<file path="src/rtl/spi_flash_rd.sv">
// Wishbone read-only responder that fetches one 32-bit word per request over SPI flash (mode 0).
// Define FAST_READ_EN to use FAST READ (0x0B) with 8 dummy clocks instead of plain READ (0x03).
module spi_flash_rd #(
  parameter int CLK_DIV   = 1,
  parameter int ADDR_BITS = 24
) (
  input  logic        wb_clk,
  input  logic        wb_rst_n,
  input  logic        wb_cyc,
  input  logic [31:0] wb_adr,
  output logic        wb_ack,
  output logic [31:0] wb_rdt,
  output logic        busy,
  output logic        spi_cs_n,
  output logic        spi_sck,
  output logic        spi_mosi,
  input  logic        spi_miso
);

  // state | meaning
  // IDLE  | waiting for wb_cyc, CS high
  // CMD   | shifting out the 8-bit command
  // ADDR  | shifting out the 24-bit flash address
  // DUMMY | 8 dummy clocks (FAST_READ_EN builds only)
  // DATA  | shifting in 32 data bits
  // ACK   | one-cycle wb_ack with the assembled word, CS high
  // GAP   | one-cycle CS deselect time before accepting again

  generate
    if (ADDR_BITS != 24) begin : g_bad_addr_bits
      $error("spi_flash_rd: only ADDR_BITS=24 is supported");
    end
    if (CLK_DIV < 1 || CLK_DIV > 255) begin : g_bad_clk_div
      $error("spi_flash_rd: CLK_DIV must be in 1..255");
    end
  endgenerate

`ifdef FAST_READ_EN
  localparam logic [7:0] CMD_BYTE = 8'h0B;
  localparam logic [6:0] LAST_BIT = 7'd71;
`else
  localparam logic [7:0] CMD_BYTE = 8'h03;
  localparam logic [6:0] LAST_BIT = 7'd63;
`endif
  localparam logic [7:0] DIV_RELOAD = 8'(CLK_DIV - 1);
  // Two lead cycles between CS falling and the first SCK half-period give MOSI setup margin.
  localparam logic [1:0] LEAD_CYCLES = 2'd2;

  typedef enum logic [2:0] {
    S_IDLE,
    S_CMD,
    S_ADDR,
`ifdef FAST_READ_EN
    S_DUMMY,
`endif
    S_DATA,
    S_ACK,
    S_GAP
  } state_t;

  state_t      state_q, state_d;
  logic [1:0]  lead_q, lead_d;
  logic [7:0]  div_q, div_d;
  logic [6:0]  bit_q, bit_d;
  logic        sck_q, sck_d;
  logic        cs_n_q, cs_n_d;
  logic        busy_q, busy_d;
  logic        ack_q, ack_d;
  logic [31:0] rdt_q, rdt_d;
  logic [31:0] tx_q, tx_d;
  logic [31:0] rx_q, rx_d;

  logic unused_adr_hi;
  assign unused_adr_hi = &{1'b0, wb_adr[31:24]};

  always_ff @(posedge wb_clk or negedge wb_rst_n) begin
    if (!wb_rst_n) begin
      state_q <= S_IDLE;
      lead_q  <= '0;
      div_q   <= '0;
      bit_q   <= '0;
      sck_q   <= 1'b0;
      cs_n_q  <= 1'b1;
      busy_q  <= 1'b0;
      ack_q   <= 1'b0;
      rdt_q   <= '0;
      tx_q    <= '0;
      rx_q    <= '0;
    end else begin
      state_q <= state_d;
      lead_q  <= lead_d;
      div_q   <= div_d;
      bit_q   <= bit_d;
      sck_q   <= sck_d;
      cs_n_q  <= cs_n_d;
      busy_q  <= busy_d;
      ack_q   <= ack_d;
      rdt_q   <= rdt_d;
      tx_q    <= tx_d;
      rx_q    <= rx_d;
    end
  end

  always_comb begin
    state_d = state_q;
    lead_d  = lead_q;
    div_d   = div_q;
    bit_d   = bit_q;
    sck_d   = sck_q;
    cs_n_d  = cs_n_q;
    busy_d  = busy_q;
    ack_d   = 1'b0;
    rdt_d   = '0;
    tx_d    = tx_q;
    rx_d    = rx_q;

    case (state_q)
      S_IDLE: begin
        if (wb_cyc) begin
          state_d = S_CMD;
          cs_n_d  = 1'b0;
          busy_d  = 1'b1;
          lead_d  = LEAD_CYCLES;
          div_d   = DIV_RELOAD;
          bit_d   = '0;
          sck_d   = 1'b0;
          tx_d    = {CMD_BYTE, wb_adr[23:0]};
          rx_d    = '0;
        end
      end

`ifdef FAST_READ_EN
      S_CMD, S_ADDR, S_DUMMY, S_DATA: begin
`else
      S_CMD, S_ADDR, S_DATA: begin
`endif
        if (!wb_cyc) begin
          state_d = S_GAP;
          cs_n_d  = 1'b1;
          sck_d   = 1'b0;
          bit_d   = '0;
          tx_d    = '0;
          rx_d    = '0;
        end else if (lead_q != 2'd0) begin
          lead_d = lead_q - 2'd1;
        end else if (div_q != 8'd0) begin
          div_d = div_q - 8'd1;
        end else begin
          div_d = DIV_RELOAD;
          if (!sck_q) begin
            sck_d = 1'b1;
            if (state_q == S_DATA) rx_d = {rx_q[30:0], spi_miso};
          end else begin
            sck_d = 1'b0;
            tx_d  = {tx_q[30:0], 1'b0};
            bit_d = bit_q + 7'd1;
            if (bit_q == LAST_BIT) begin
              state_d = S_ACK;
              ack_d   = 1'b1;
              // first byte received lands in the low byte of the word
              rdt_d   = {rx_q[7:0], rx_q[15:8], rx_q[23:16], rx_q[31:24]};
              cs_n_d  = 1'b1;
              bit_d   = '0;
              rx_d    = '0;
            end else if (bit_q == 7'd7) begin
              state_d = S_ADDR;
            end else if (bit_q == 7'd31) begin
`ifdef FAST_READ_EN
              state_d = S_DUMMY;
            end else if (bit_q == 7'd39) begin
`endif
              state_d = S_DATA;
            end
          end
        end
      end

      S_ACK: state_d = S_GAP;

      S_GAP: begin
        state_d = S_IDLE;
        busy_d  = 1'b0;
      end

      default: begin
        state_d = S_IDLE;
        cs_n_d  = 1'b1;
        sck_d   = 1'b0;
        busy_d  = 1'b0;
      end
    endcase
  end

  assign wb_ack   = ack_q;
  assign wb_rdt   = rdt_q;
  assign busy     = busy_q;
  assign spi_cs_n = cs_n_q;
  assign spi_sck  = sck_q;
  assign spi_mosi = tx_q[31];

endmodule

</file>
<file path="config.mk">
export PLATFORM = sky130hd
export DESIGN_NAME = spi_flash_rd
export DESIGN_NICKNAME = d
export VERILOG_FILES = /design/src/rtl/spi_flash_rd.sv
export SDC_FILE = /design/constraint.sdc
export NUM_CORES = 1
export LEC_CHECK = 0
export ABC_CLOCK_PERIOD_IN_PS = 2200
export CORE_AREA = 2 2 113 115
export DETAILED_ROUTE_END_ITERATION = 8
export DIE_AREA = 0 0 115 117
export GPL_ROUTABILITY_DRIVEN = 0
export GPL_TIMING_DRIVEN = 0
export HOLD_SLACK_MARGIN = 0.15
export PLACE_DENSITY = 0.69
export SETUP_SLACK_MARGIN = 0.02
export SLEW_MARGIN = 10
export SYNTH_ARGS = -nofsm -noshare
export SYNTH_HDL_FRONTEND = slang
export SYNTH_SLANG_ARGS = --single-unit
</file>
<file path="constraint.sdc">
create_clock -name wb_clk -period 2.2 [get_ports wb_clk]
set_clock_uncertainty 0.05 [all_clocks]
set_input_delay 0.22 -clock wb_clk [delete_from_list [all_inputs] [get_ports wb_clk]]
set_output_delay 0.22 -clock wb_clk [all_outputs]
set_load 0.1 [all_outputs]
</file>
Run 1, track usage over the die:
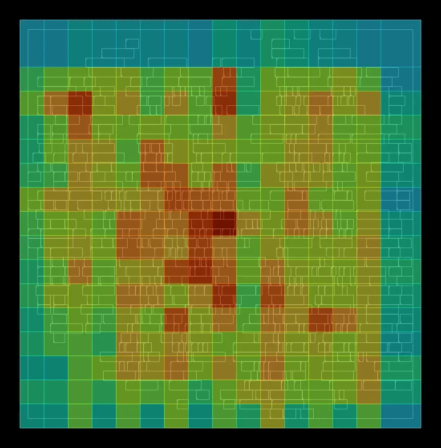
M1 GR Usage: 0.224
core utilization of the finished layout: 0.579
met2 usage in global routing: 0.302
global routing usage summed across all routing layers: 0.183

Run 1, the metal 2 layer:
Scale bar: 20 um.
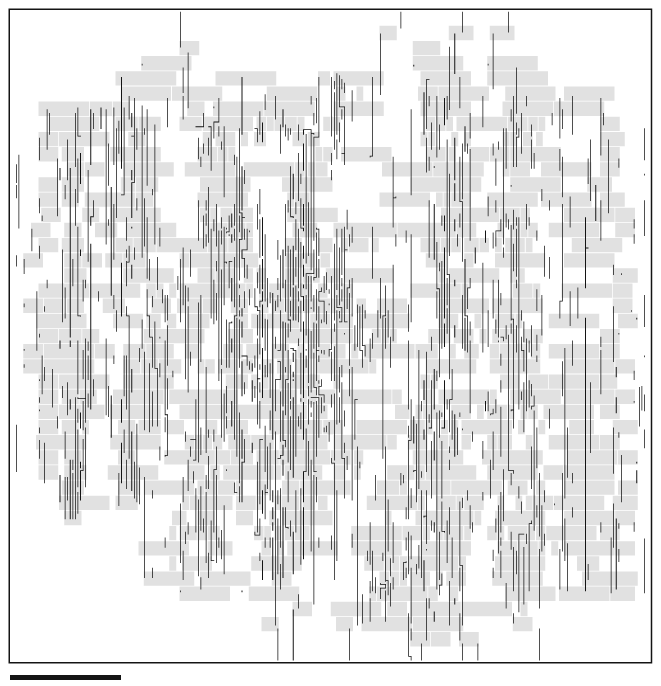
share of all routed wire = 48%
wire length on this layer = 5510 um
main direction = vertical
nets with wire on the layer = 536
longest straight run = 49.0 um

==> impl_table.tex, run 1 <==
% Generated from flow reports
\begin{tabular}{lr}
\hline
Metric & Value \\
\hline
\multicolumn{2}{l}{\textbf{Status}} \\
\quad Result of the run & completed \\
\multicolumn{2}{l}{\textbf{Drt}} \\
\quad Residual DRC & 0 \\
\quad Metal1 wirelength & 5110 um \\
\multicolumn{2}{l}{\textbf{Power}} \\
\quad Combinational group power & 3290 uW \\
\quad Worst ir drop on vdd & 0.729 mV \\
\multicolumn{2}{l}{\textbf{Yosys}} \\
\quad Post-synth area hogs & sky130\_fd\_sc\_hd\_\_dfrtp\_1 (55\%), sky130\_fd\_sc\_hd\_\_mux2i\_1 (6.7\%), sky130\_fd\_sc\_hd\_\_a22o\_1 (3.7\%), sky130\_fd\_sc\_hd\_\_inv\_1 (3.6\%), sky130\_fd\_sc\_hd\_\_nor3\_1 (3.3\%) \\
\quad FA/HA/MAJ Cells, Area Fraction & 0.00693 \\
\quad Post-synthesis chip area from yosys & 5410 um2 \\
\quad Cell type with the largest total area & sky130\_fd\_sc\_hd\_\_dfrtp\_1 \\
\quad Top cell type by instance count after synthesis & sky130\_fd\_sc\_hd\_\_dfrtp\_1 \\
\quad Post-synthesis share of cell area spent on and, or, nand and nor gates & 0.133 \\
\quad MUX share of area & 0.116 \\
\quad Fraction of the yosys area taken by sequential cells & 0.555 \\
\quad Tally of yosys warning messages & 0 \\
\multicolumn{2}{l}{\textbf{Cells and area}} \\
\quad Sequential Area & 3010 um2 \\
\quad Dominant kind of cell & registers \\
\quad Share of post-route cells with drive strength above 1 & 0.183 \\
\quad Inverters, non-clock & 52 \\
\quad Total of fill cells in the finished design & 1065 \\
\quad Seq area share & 0.422 \\
\quad Clk\_buf instances & 21 \\
\multicolumn{2}{l}{\textbf{Final timing}} \\
\quad RSZ-0062 raised after global routing & yes \\
\multicolumn{2}{l}{\textbf{Clock tree}} \\
\quad CTS buffer count & 17 \\
\multicolumn{2}{l}{\textbf{Setup path}} \\
\quad Endpoint of the worst register-to-register path & rx\_q[13] \\
\quad Crit. path cell count & 1 \\
\quad Critical path buffers and inverters & 1 \\
\quad Worst path slowest cell & sky130\_fd\_sc\_hd\_\_clkdlybuf4s50\_1 \\
\quad Required arrival time at the worst endpoint & 1.93 ns \\
\multicolumn{2}{l}{\textbf{Global routing}} \\
\quad GRT Residual Overflow & 0 \\
\quad Number of global-route vias before repair & 4033 \\
\quad Maximum number of pins on one net before global-route repair & 73 \\
\multicolumn{2}{l}{\textbf{Floorplan}} \\
\quad Floorplan Core Area & 12300 um2 \\
\multicolumn{2}{l}{\textbf{Hold path}} \\
\quad Classification of the worst-slack hold path & in2async \\
\multicolumn{2}{l}{\textbf{Placed design}} \\
\quad Pre-CTS WS & -0.435 ns \\
\quad Total instance count after detailed placement & 710 \\
\hline
\end{tabular}
Run 1, close-up of the layout:
Scale bar: 10 um. Window x 38 to 78, y 15 to 55 um. Cells in grey, sequential cells in the stronger grey; small squares are vias.
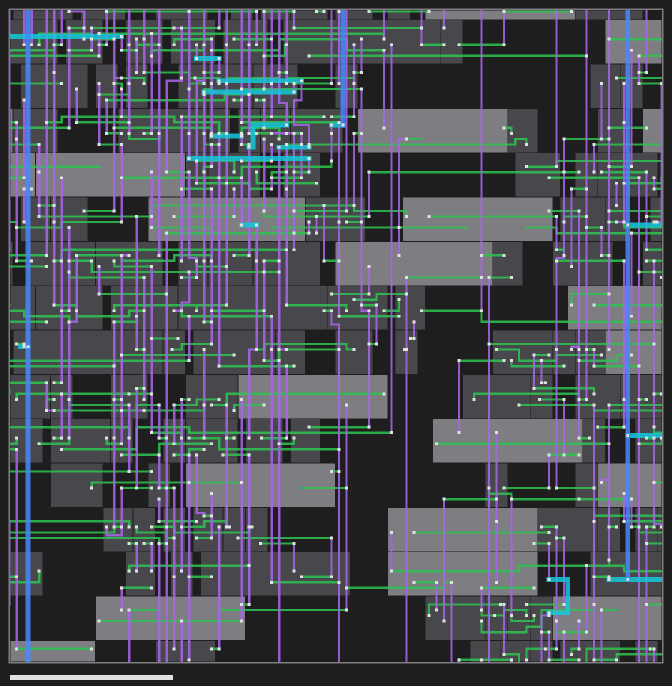
metal 2 -> purple
metal 4 -> blue
metal 3 -> cyan
metal 1 -> green
cells with their middle in the window = 108
sequential cells in the window = 13
netlist names of flops here include = rx_q (6), div_q (4)
most frequent = nand2_1 (13), dfrtp_1 (11), nor2_1 (9)

[run 1: cells by family (layout without fill, tap and decap cells)]
kind of cell	after synthesis	after routing
AOI/OAI and AO/OA	79	79
xor gates and xnor gates	5	5
adders and majority gates	3	3
buffers and inverters	85	191
DFF	120	120
muxes	60	60
and+or+nand+nor	143	143
[run 1: stage by stage]
stage          total power [uW]  cell area (um2)   util  TNS (ns)
3_5_place_dp               5870             6270  0.509    -35.27
2_1_floorplan              5140             5420      -         0
4_1_cts                    8850             6980  0.567         0
6_report                   8970             7130  0.579         0
3_3_place_gp               5750             6240  0.507   -468.25
5_1_grt                    9450             7130  0.579         0
[run 1: routing by layer]
layer  track usage  up-vias
li1              -     1923
met1         0.224     1972
met2         0.302      141
met3        0.0505       28
met4        0.0924        0
met5             0        -
Run 1, signal wires on met1:
Scale bar: 20 um. Supply wires on this layer in grey.
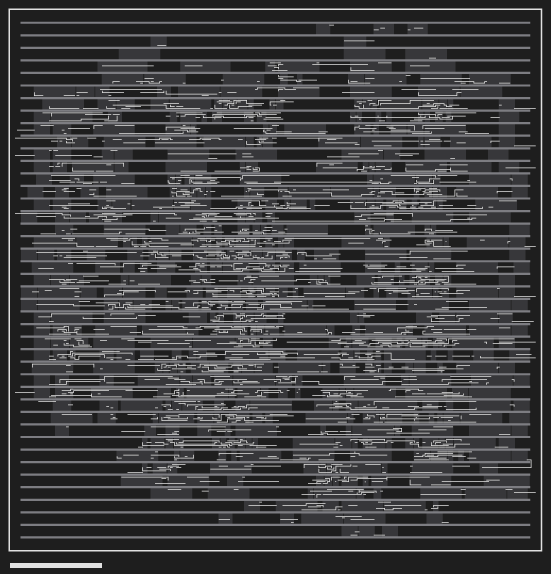

--- run 2 (diff from run 1) ---
ABC_CLOCK_PERIOD_IN_PS = 2500   (was 2200)
PLACE_DENSITY = 0.67   (was 0.69)
clock period = 2.5 ns   (was 2.2 ns; I/O delays follow)
Run 2, signal wires on met1:
Scale bar: 20 um. Supply wires on this layer in grey.
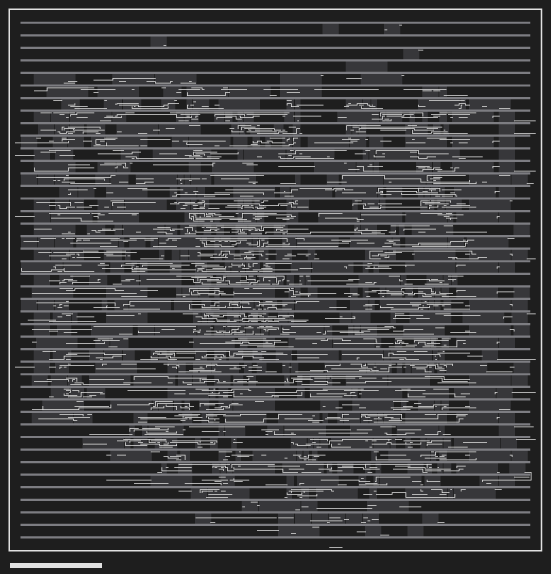
main direction = horizontal
longest straight run = 28.1 um
wire length on this layer = 5100 um
nets with wire on the layer = 553

Run 2, close-up of the layout:
Scale bar: 10 um. Window x 38 to 78, y 15 to 55 um. Cells in grey, sequential cells in the stronger grey; small squares are vias.
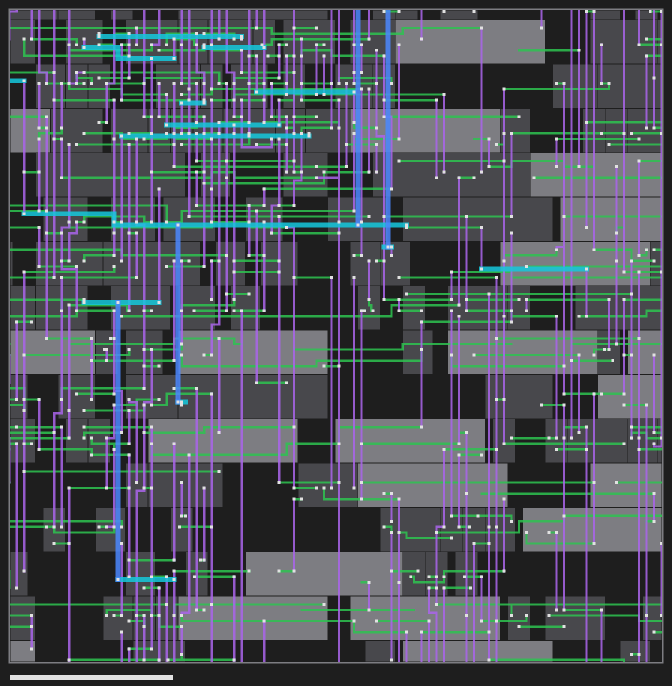
metal 2 -> purple
metal 4 -> blue
metal 1 -> green
metal 3 -> cyan
netlist names of flops here include = rx_q (7), div_q (3)
sequential cells in the window = 15
most frequent = dfrtp_1 (14), nand2_1 (11), inv_1 (9)
cells with their middle in the window = 108

==> run 2 against run 1 <==
Core utilization fell by 2.2 points. Area after synthesis is the same. Routed wire length shrank 2.5%. Final area fell by 3.9%. Highest routed layer unchanged. Critical endpoint is now spi_cs_n.
==> impl_table.tex, run 2 <==
% Generated from flow reports
\begin{tabular}{lr}
\hline
Metric & Value \\
\hline
\multicolumn{2}{l}{\textbf{Yosys}} \\
\quad Tally of yosys warning messages & 0 (unchanged) \\
\quad Top cell type by instance count after synthesis & sky130\_fd\_sc\_hd\_\_dfrtp\_1 (unchanged) \\
\quad Fraction of the yosys area taken by sequential cells & 0.555 (unchanged) \\
\quad Post-synthesis chip area from yosys & 5410 um2 (unchanged) \\
\quad FA/HA/MAJ Cells, Area Fraction & 0.00693 (unchanged) \\
\quad MUX share of area & 0.116 (unchanged) \\
\multicolumn{2}{l}{\textbf{Global routing}} \\
\quad Global routing usage summed across all routing layers & 0.179 (was 0.183) \\
\quad GRT Residual Overflow & 0 (unchanged) \\
\quad Most Crowded Layer GR & met2 (unchanged) \\
\multicolumn{2}{l}{\textbf{Power}} \\
\quad Combinational group power & 2640 uW (was 3290 uW) \\
\quad Worst ir drop on vdd & 0.560 mV (was 0.729 mV) \\
\multicolumn{2}{l}{\textbf{Cells and area}} \\
\quad Final standard cell area without fillers & 6850 um2 (was 7130 um2) \\
\quad Inverters, non-clock & 52 (unchanged) \\
\quad Clk\_buf instances & 18 (was 21) \\
\quad Dominant kind of cell & registers (unchanged) \\
\quad Seq area share & 0.438 (was 0.422) \\
\quad Share of post-route cells with drive strength above 1 & 0.118 (was 0.183) \\
\multicolumn{2}{l}{\textbf{Floorplan}} \\
\quad Floorplan Core Area & 12300 um2 (unchanged) \\
\multicolumn{2}{l}{\textbf{Placed design}} \\
\quad Dpl cell area & 6270 um2 (about the same) \\
\quad Total instance count after detailed placement & 710 (unchanged) \\
\multicolumn{2}{l}{\textbf{Status}} \\
\quad Result of the run & completed (unchanged) \\
\multicolumn{2}{l}{\textbf{Setup path}} \\
\quad Required arrival time at the worst endpoint & 2.20 ns (was 1.93 ns) \\
\quad Worst path slowest cell & sky130\_fd\_sc\_hd\_\_clkdlybuf4s50\_1 (unchanged) \\
\hline
\end{tabular}
run 2: worst paths after layout:
path	startpoint	endpoint	slack (ns)	depth (start not counted)
worst max-delay path	spi_cs_n	spi_cs_n	0.12	1
worst min-delay path	wb_rst_n	wb_rdt[18]	0.24	2
worst max register to register	lead_q[0]	wb_rdt[23]	0.18	7
worst min register to register	tx_q[14]	tx_q[14]	0.44	1
max in group asynchronous	wb_rst_n	state_q[2]	1.44	3
min in group wb_clk	spi_miso	rx_q[0]	0.40	3
run 2: what timing repair did:
action,4_1_cts,5_1_grt
gates resized,2,4
setup buffers,0,1
hold buffers,1,0
setup endpoints to repair,3,62
pin swaps,0,2
hold endpoints to repair,119,0
Power figures rest on the tool's default switching activity, not on a simulated workload.
